[src/rtl/switch_debounce.sv]
// Two-flop synchronizer feeding a four-state debounce FSM: db_level only follows
// the synchronized switch after it has held a new value for CNT_MAX+1 sampled cycles.
module switch_debounce #(
    parameter int CNT_MAX = 1_000_000,
    parameter int CNT_W   = $clog2(CNT_MAX)
) (
    input  logic clk,
    input  logic reset,
    input  logic sw,
    output logic db_level,
    output logic settling
);

    typedef enum logic [1:0] {
        ZERO  = 2'd0,
        WAIT1 = 2'd1,
        ONE   = 2'd2,
        WAIT0 = 2'd3
    } state_t;

    localparam logic [CNT_W-1:0] CNT_LAST = CNT_W'(CNT_MAX - 1);
    localparam logic [CNT_W-1:0] CNT_ONE  = CNT_W'(1);

    logic             sync0_q;
    logic             sync1_q;
    state_t           state_q;
    state_t           state_d;
    logic [CNT_W-1:0] cnt_q;
    logic [CNT_W-1:0] cnt_d;
    logic             db_level_q;
    logic             db_level_d;
    logic             settling_q;
    logic             settling_d;

    // Next-state, counter and Moore output decode; outputs come from state_d so they register with the state.
    always_comb begin
        state_d = state_q;
        cnt_d   = cnt_q;
        case (state_q)
            ZERO: begin
                if (sync1_q) begin
                    state_d = WAIT1;
                    cnt_d   = {CNT_W{1'b0}};
                end else begin
                    state_d = ZERO;
                end
            end
            WAIT1: begin
                if (!sync1_q) begin
                    state_d = ZERO;
                end else if (cnt_q == CNT_LAST) begin
                    state_d = ONE;
                end else begin
                    cnt_d = cnt_q + CNT_ONE;
                end
            end
            ONE: begin
                if (!sync1_q) begin
                    state_d = WAIT0;
                    cnt_d   = {CNT_W{1'b0}};
                end else begin
                    state_d = ONE;
                end
            end
            WAIT0: begin
                if (sync1_q) begin
                    state_d = ONE;
                end else if (cnt_q == CNT_LAST) begin
                    state_d = ZERO;
                end else begin
                    cnt_d = cnt_q + CNT_ONE;
                end
            end
            default: begin
                state_d = ZERO;
                cnt_d   = {CNT_W{1'b0}};
            end
        endcase
        db_level_d = (state_d == ONE) || (state_d == WAIT0);
        settling_d = (state_d == WAIT1) || (state_d == WAIT0);
    end

    // Synchronizer, FSM state, stability counter and registered outputs.
    always_ff @(posedge clk) begin
        if (reset) begin
            sync0_q    <= 1'b0;
            sync1_q    <= 1'b0;
            state_q    <= ZERO;
            cnt_q      <= {CNT_W{1'b0}};
            db_level_q <= 1'b0;
            settling_q <= 1'b0;
        end else begin
            sync0_q    <= sw;
            sync1_q    <= sync0_q;
            state_q    <= state_d;
            cnt_q      <= cnt_d;
            db_level_q <= db_level_d;
            settling_q <= settling_d;
        end
    end

    assign db_level = db_level_q;
    assign settling = settling_q;

endmodule

[config.mk]
export PLATFORM = sky130hd
export DESIGN_NAME = switch_debounce
export DESIGN_NICKNAME = d
export VERILOG_FILES = /design/src/rtl/switch_debounce.sv
export SDC_FILE = /design/constraint.sdc
export NUM_CORES = 1
export LEC_CHECK = 0
export ABC_AREA = 1
export CORE_ASPECT_RATIO = 1.5
export CORE_MARGIN = 2
export CORE_UTILIZATION = 55
export CTS_BUF_LIST = sky130_fd_sc_hd__clkbuf_16
export DETAILED_ROUTE_END_ITERATION = 7
export PLACE_DENSITY_LB_ADDON = 0.05
export SYNTH_ARGS = -nofsm -noshare
export SYNTH_HDL_FRONTEND = slang
export SYNTH_SLANG_ARGS = --single-unit
[constraint.sdc]
create_clock -name clk -period 2.1 [get_ports clk]
set_input_delay 0.21 -clock clk [delete_from_list [all_inputs] [get_ports clk]]
set_output_delay 0.21 -clock clk [all_outputs]
set_load 0.05 [all_outputs]
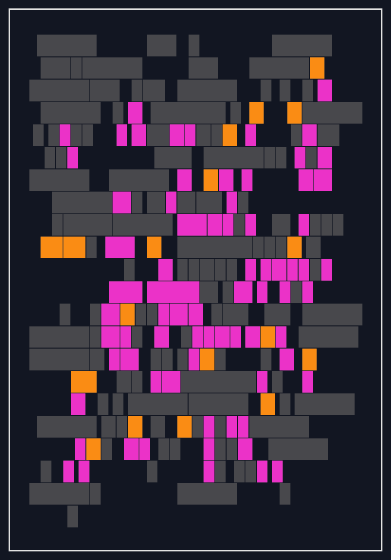
(images/logic_types.png)
family	color	cells	most used
NAND gates	magenta	74	nand2_1
inverting AOI/OAI gates	orange	18	a21oi_1

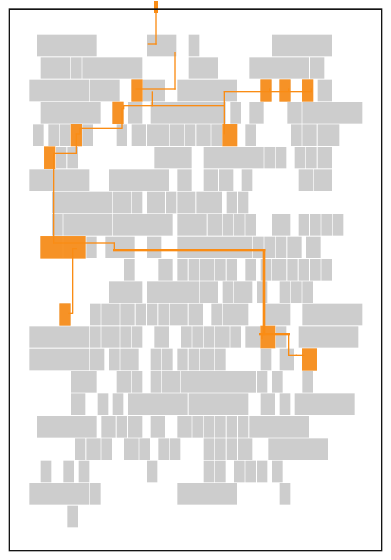
(images/io_fan.png)
port	color	bits	direction	edge	end cells	buffers	wire
reset	orange	1	input	north	13	2	123 µm

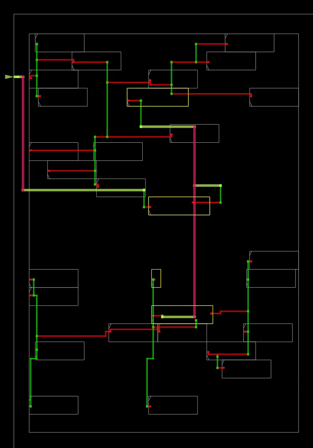
(images/clocks.png)
Clk. pwr: 416 µW
worst skew pair latency: 260 ps
CTS sink cnt: 25
Clock Buffer Count: 3
clk_skew: 1.55 ps

## cell families (layout without fill, tap and decap cells)
logic type / Yosys count / after routing
XOR/XNOR: 4 / 4
adder cells (fa/ha/maj): 1 / 1
AND/OR/NAND/NOR: 129 / 129
flip-flops: 25 / 25
buffers and inverters: 32 / 37
AND-OR/OR-AND: 19 / 19
## registers in the layout, summed over array words and instances, names as in the netlist
signal	flops
settling	1
cnt_q	20
sync1_q	1
db_level	1
state_q	1
sync0_q	1
## layout by cell type, fill, tap and decap left out, types with 2 or more instances in the layout
| cell type | synthesis | routed |
|---|---|---|
| nand4_1 | 7 | 7 |
| inv_1 | 25 | 26 |
| clkdlybuf4s50_1 | 0 | 4 |
| o21ai_0 | 4 | 4 |
| dfxtp_1 | 25 | 25 |
| xor2_1 | 3 | 3 |
| buf_4 | 0 | 2 |
| clkbuf_16 | 0 | 3 |
| inv_2 | 2 | 2 |
| nor2_2 | 3 | 3 |
| nand3_2 | 2 | 2 |
| nand2_1 | 42 | 42 |
| a211oi_1 | 2 | 2 |
| nand3_1 | 20 | 20 |
| a21oi_1 | 9 | 9 |
| nor2_1 | 44 | 44 |
| o21ai_1 | 2 | 2 |
| nor3_1 | 7 | 7 |
## per-stage QoR
| stage | cells | power [µW] | utilization [%] | hold WS (ps) | area, µm² |
|---|---|---|---|---|---|
| 2_1_floorplan | 210 | 520 | - | 288 | 1390 |
| 3_3_place_gp | 235 | 527 | 59.0 | 411 | 1430 |
| 3_5_place_dp | 235 | 528 | 59.0 | 400 | 1430 |
| 4_1_cts | 239 | 936 | 62.3 | 416 | 1510 |
| 5_1_grt | 239 | 961 | 62.3 | 428 | 1510 |
| 6_report | 239 | 933 | 62.3 | 417 | 1510 |
## routing by layer
layer	global-route usage (%)	wire, µm	up-vias
met4	11.4	74	0
met5	0	0	-
li1	-	-	681
met3	3.02	142	9
met2	39.3	1500	42
met1	26.3	1220	571
## worst paths after layout
path	start	end	slack [ps]	cells past startpoint
min reg2reg	sync0_q	sync1_q	420	2
max reg2reg	cnt_q[0]	cnt_q[4]	320	10
max	cnt_q[0]	cnt_q[4]	320	10
min	sync0_q	sync1_q	420	2
## where the power goes
part | switching [µW] | internal, µW
clock | 161 | 255
sequential | 2.30 | 477
combinational | 25.2 | 11.9
## worst max-delay path, stage by stage, from the launching register on
cell,delay (ps)
dfxtp_1,360
ha_1,270
nand3_2,130
nor2_2,180
nand3_4,140
nand2_4,240
inv_2,120
nand2_1,90
nand2_1,50
nand2_1,50
nor2_1,40
## layout make-up
type	count	area share [%]
Clock buffer	3	4.98
Clock inverter	1	0.249
Inverter	27	6.72
Multi-Input combinational cell	153	49.3
Sequential cell	25	33.2
Tap cell	24	1.99
Timing Repair Buffer	6	3.65
==> results.sh <==
# source this file to load flow results
export IMPL_status="completed"
export IMPL_power_density_mw_per_mm2=618
export IMPL_period_used_pct=85.0
export IMPL_fp_nets=214
export IMPL_rows=22
export IMPL_logic_area_um2=743
export IMPL_cts_tree="built"
export IMPL_syn_to_final_growth_pct=8.75
export IMPL_cp_end_kind="flop"
export IMPL_worst_pin_slew_ps=491
export IMPL_post_cts_buffers=0
export IMPL_root_buffer="clkbuf_16"
export IMPL_seq_area_um2=500
export IMPL_clk_pin_slew_worst_paths_ps=60
export IMPL_die_area_mm2=0.00295
export IMPL_vias_per_cell=5.45
export IMPL_fp_utilization_pct=57.3
export IMPL_ctsHoldBuffers=0
export IMPL_netlist_area_leader_share_pct=36.1
export IMPL_wl_mm=2.94
export IMPL_synth_main_ff_cell="dfxtp_1"
export IMPL_fmax_mhz=560
export IMPL_slew_violations=0
export IMPL_drive_gt1_share_pct=8.37
export IMPL_ys_top_logic_family="simple AND/OR/NAND/NOR gates"
export IMPL_worstPathArrival_ps=1940
export IMPL_ys_cells=210
export IMPL_num_io_pins=5
export IMPL_dpl_hpwl_mm=2.18
export IMPL_required_ps=2260
export IMPL_synth_async_reset_ratio_pct=0
export IMPL_syn_avg_cell_area_um2=6.61
export IMPL_warnings=26
export IMPL_hold_class="reg -> reg"
export IMPL_die_w_um=45.0
export IMPL_core_mm2=0.00242
export IMPL_cp_max_fo=24
export IMPL_antenna_found_initial=0
export IMPL_grt_usage_pct=22.8
export IMPL_netlist_area_mm2=0.00139
export IMPL_topCellsByArea="dfxtp_1 36%, nor2_1 12%, nand2_1 11%"
export IMPL_yosysTopAreaCell="dfxtp_1"
export IMPL_leakagePower_uw=0.000581
export IMPL_yosys_mux_area_fraction_pct=0
export IMPL_overflow=0
export IMPL_synth_flops=25
export IMPL_ys_seq_share_pct=36.1
export IMPL_finalHoldViolCount=0
export IMPL_drtIter0Drc=65
export IMPL_grt_pass1_vias=1240
export IMPL_ys_types=26
export IMPL_yosys_top_cells_count="44 x nor2_1, 42 x nand2_1, 25 x dfxtp_1, 25 x inv_1, 20 x nand3_1"
export IMPL_htreeDepth=1
export IMPL_drc=0
export IMPL_synth_xor_area_share_pct=3.07
export IMPL_antenna_left=0
export IMPL_die_h_um=65.5
export IMPL_post_place_ws_ps=339
export IMPL_cts_resized=0
export IMPL_detail_route_wl_per_cell_um=12.3
export IMPL_ys_chip_area_mm2=0.00139
export IMPL_grt_start_max_net_pins=25
export IMPL_cp_start_kind="flop"
export IMPL_synthSimpleGateAreaFrac_pct=41.9
export IMPL_synth_cells=210
export IMPL_edf_count=0
export IMPL_vias=1303
export IMPL_grt_setup_unrepaired="false"
export IMPL_drtPass1Iterations=4
export IMPL_cts_buffer_depth=2
export IMPL_peakVddDrop_mv=0.530
export IMPL_aoi_share_pct=7.66
export IMPL_cts_made_buffers=3
export IMPL_max_cap_violations=0
export IMPL_diodes=0
export IMPL_setup_tns_final_ps=0
export IMPL_place_congestion=0.914
export IMPL_fin_nets=220
export IMPL_fillers=222
export IMPL_maxSlewHeadroom_pct=67.2
export IMPL_path_class="reg -> reg"
export IMPL_setup_viol=0
export IMPL_fin_crit_ps=1780
export IMPL_yosysWarnings=0
export IMPL_finalWorstSetupSlack_ps=315
export IMPL_io_buffer_count=4
export IMPL_synthAdderAreaFrac_pct=0.902
export IMPL_grt_pass1_wl_mm=5.06
export IMPL_top_cell="nor2_1"
No activity file was given, so power comes from the tool's default toggle rates.
